**src/rtl/bpu_redirect_ctrl_pkg.sv**
```systemverilog
// Shared definitions for the branch-resolution redirect controller.
`ifndef XLEN
`define XLEN 32
`endif

package bpu_redirect_ctrl_pkg;

    typedef enum logic {
        StIdle  = 1'b0,
        StRedir = 1'b1
    } redir_state_e;

    localparam int unsigned PcInc = 4;

endpackage

```
**src/rtl/bpu_redirect_ctrl_sat_cnt.sv**
```systemverilog
// Saturating up-counter with synchronous clear taking priority over increment.
module sat_cnt #(
    parameter int unsigned Width = 16
) (
    input  logic             clk,
    input  logic             rst,
    input  logic             inc,
    input  logic             clr,
    output logic [Width-1:0] cnt
);

    always_ff @(posedge clk or posedge rst) begin
        if (rst) begin
            cnt <= '0;
        end else if (clr) begin
            cnt <= '0;
        end else if (inc && (cnt != {Width{1'b1}})) begin
            cnt <= cnt + 1'b1;
        end
    end

endmodule

```
**src/rtl/bpu_redirect_ctrl.sv**
```systemverilog
// Compares EX-stage branch resolution against the fetch-time prediction and
// issues a held redirect plus a one-cycle front-end flush on mispredict.
`ifndef XLEN
`define XLEN 32
`endif

module bpu_redirect_ctrl
    import bpu_redirect_ctrl_pkg::*;
#(
    parameter int unsigned XLEN  = `XLEN,
    parameter int unsigned CNT_W = 16
) (
    input  logic             clk,
    input  logic             rst,
    input  logic             ex_fire,
    input  logic             ex_cf,
    input  logic [XLEN-1:0]  ex_pc,
    input  logic             ex_pred_taken,
    input  logic [XLEN-1:0]  ex_pred_tgt,
    input  logic             bpu_valid,
    input  logic [XLEN-1:0]  bpu_out,
    input  logic             trap_flush,
    output logic             redir_valid,
    input  logic             redir_ready,
    output logic [XLEN-1:0]  redir_pc,
    output logic             flush_front,
    input  logic             cnt_clr,
    output logic [CNT_W-1:0] mispred_cnt
);

    localparam logic [XLEN-1:0] AlignMask = ~XLEN'(1);

    redir_state_e    state;
    logic            resolve;
    logic            mispredict;
    logic            accept;
    logic [XLEN-1:0] seq_pc;
    logic [XLEN-1:0] actual_tgt;
    logic [XLEN-1:0] pred_tgt_al;

    assign resolve     = ex_fire && ex_cf;
    assign seq_pc      = ex_pc + XLEN'(PcInc);
    assign actual_tgt  = (bpu_valid ? bpu_out : seq_pc) & AlignMask;
    assign pred_tgt_al = ex_pred_tgt & AlignMask;
    assign mispredict  = resolve && ((bpu_valid != ex_pred_taken) ||
                                     (bpu_valid && (actual_tgt != pred_tgt_al)));

    // Only mispredicts that actually launch a redirect are counted.
    assign accept = (state == StIdle) && mispredict && !trap_flush;

    always_ff @(posedge clk or posedge rst) begin
        if (rst) begin
            state       <= StIdle;
            redir_valid <= 1'b0;
            redir_pc    <= '0;
            flush_front <= 1'b0;
        end else begin
            flush_front <= 1'b0;
            if (trap_flush) begin
                state       <= StIdle;
                redir_valid <= 1'b0;
            end else begin
                case (state)
                    StIdle: begin
                        if (mispredict) begin
                            state       <= StRedir;
                            redir_valid <= 1'b1;
                            redir_pc    <= actual_tgt;
                            flush_front <= 1'b1;
                        end
                    end
                    StRedir: begin
                        if (redir_ready) begin
                            state       <= StIdle;
                            redir_valid <= 1'b0;
                        end
                    end
                    default: begin
                        state       <= StIdle;
                        redir_valid <= 1'b0;
                    end
                endcase
            end
        end
    end

    sat_cnt #(
        .Width (CNT_W)
    ) u_sat_cnt (
        .clk (clk),
        .rst (rst),
        .inc (accept),
        .clr (cnt_clr),
        .cnt (mispred_cnt)
    );

endmodule

```
**config.mk**
```make
export PLATFORM = sky130hd
export DESIGN_NAME = bpu_redirect_ctrl
export DESIGN_NICKNAME = d
export VERILOG_FILES = /design/src/rtl/bpu_redirect_ctrl_pkg.sv /design/src/rtl/bpu_redirect_ctrl_sat_cnt.sv /design/src/rtl/bpu_redirect_ctrl.sv
export SDC_FILE = /design/constraint.sdc
export NUM_CORES = 1
export LEC_CHECK = 0
export ABC_AREA = 1
export CAP_MARGIN = 20
export CORE_MARGIN = 5
export CORE_UTILIZATION = 38
export DETAILED_ROUTE_END_ITERATION = 12
export PLACE_DENSITY = 0.66
export SYNTH_ARGS = -nofsm -noshare
export SYNTH_HDL_FRONTEND = slang
export SYNTH_HIERARCHICAL = 1
export SYNTH_SLANG_ARGS = --single-unit
```
**constraint.sdc**
```tcl
create_clock -name clk -period 2.3 [get_ports clk]
set_clock_uncertainty 0.1 [all_clocks]
set_input_delay 0.46 -clock clk [delete_from_list [all_inputs] [get_ports clk]]
set_output_delay 0.46 -clock clk [all_outputs]
set_load 0.01 [all_outputs]
```
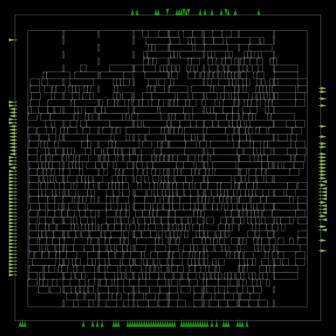
(placement view)
number of filler cells placed in the layout: 1051
final cell count without fillers: 1188
Post-Route Utilization: 0.655
Core Region: 12000 um^2
count of flip-flops and latches: 50

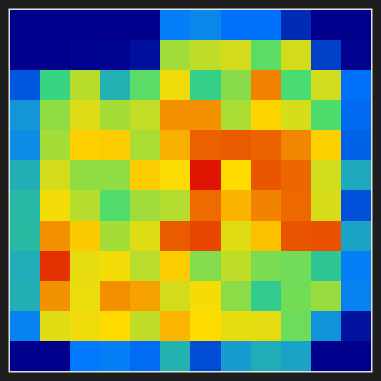
(placement density heat map)
Scale: 3 px per um. The die is cut into 12 by 12 equal tiles; dark blue is low, red is high, 0 to 100% covered.
densest ninth of the die: centre
tiles over 75% full: 24%
fullest tile: 98%
nearly empty tiles: 11%

==> flow_summary_export.csv <==
group,metric,value,unit
sta,setup_viol_count_final,49,
min_path,min-delay-start,"redir_pc[13]",
power,top_power_group,"combinational logic",
sta,period_minus_slack,2.78,ns
critical_path,critical_path.cell_chain,"dlygate4sd2_1, nand2_1, nor2_2, nand2_1, nor2_2, nand2_1, nand2_1, nand2_1, nand2_1, nand2_1, nand2_1, nand2_1, nor2_1, nand3_1, nor2_2, nand2_4, nand3_4, nor2_8, buf_4, bufbuf_16, nand2_2, nand2_2",
critical_path,cp_slowest_cell,"dlygate4sd2_1",
sta,report.final.slew_viol_count,0,
synth,synth_top_area_share,0.271,
critical_path,worst-path-stages,22,
synth,post_synthesis_share_of_cell_area_spent_on_and_or_nand_and_nor_gates,0.577,
power,power,3.25,mW
power,static-leakage-power,4.08,nW
power,clk-power,0.828,mW
power,power.share.switching,0.308,
synth,ys_sh_mux,0,
sta,finalSetupTns,-20.73,ns
synth,ys_seq_share,0.271,
critical_path,startpoint_of_the_worst_slack_reg_to_reg_timing_path,"u_sat_cnt/cnt[1]",
place,placed_cells,1139,
clock_tree,cts_num_sinks,50,
sta,finalWorstSetupSlack,-0.477,ns
critical_path,critPathLaunchType,"primary input",
outcome,violated_checks,"setup timing",
clock_tree,postCtsHoldBufs,0,
finish,combGateArea,3230,um^2
sta,layout_worst_path_cycle_share,1.21,
synth,synthAdderAreaFrac,0.00541,
power,seq_power,1.10,mW
synth,number_of_enable_flip_flop_cells,0,
detailed_routing,final_antenna_net_count,0,
floorplan,initCoreUtil,0.387,
critical_path,crit-reg2reg-capture,"u_sat_cnt/cnt[3]",
finish,final.signal_inverter_count,103,
grt,grt-ovfl-total,0,
min_path,min_delay_worst_endpoint,"redir_pc[13]",
synth,syn-mean-instance-area,6.02,um^2
grt,vias_in_the_first_global_route,5577,
critical_path,path_buffers,3,
finish,nNonClkBuffers,281,
run,number_of_warning_messages_in_the_logs,32,
outcome,status,"complete, but fails checks",
synth,synthesis.instances,768,
sta,slew-limit-headroom,0.569,
clock_tree,cts.htree.levels,2,
place,place_congestion,0.948,
finish,final_area,7840,um^2
detailed_routing,totalWireLength,16.6,mm
synth,compound_area_frac,0.0225,
clock_tree,clock-root-buffer,"clkbuf_16",
synth,yosys.stat.chipArea,4620,um^2
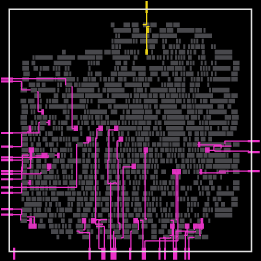
(nets reached from selected ports)
Scale: 2 px per um.
[yellow] `rst` | bits: 1 | direction: input | end cells: 2 | wire: 23.4 um
[magenta] `bpu_out` | bits: 32 | direction: input | end cells: 31 | wire: 934 um
number of I/O port buffers: 150
# IOs: 155

## synthesized netlist by cell type, types with 2 or more instances
library cell	count
buf_6	2
nor2_1	60
inv_2	2
buf_8	2
o21ai_1	4
nand4_1	18
nand2_4	4
buf_2	3
nor2_2	7
nand2_2	28
or2_2	18
a21oi_1	4
buf_4	3
clkbuf_1	2
xor2_1	2
nor2_8	3
inv_1	100
nor2_4	9
xnor2_1	3
nand2_1	334
o21ai_0	6
and2_1	2
nand3b_1	15
dfrtp_1	50
ha_1	2
nand3_1	69
## layer usage
layer / global-route usage / wire [um] / part of all wire
met1: 0.267 / 6710 / 0.41
met2: 0.407 / 8250 / 0.50
met3: 0.0557 / 1150 / 0.069
met4: 0.0722 / 449 / 0.027
met5: 0 / 0 / 0
Power and IR drop assume default switching activity.
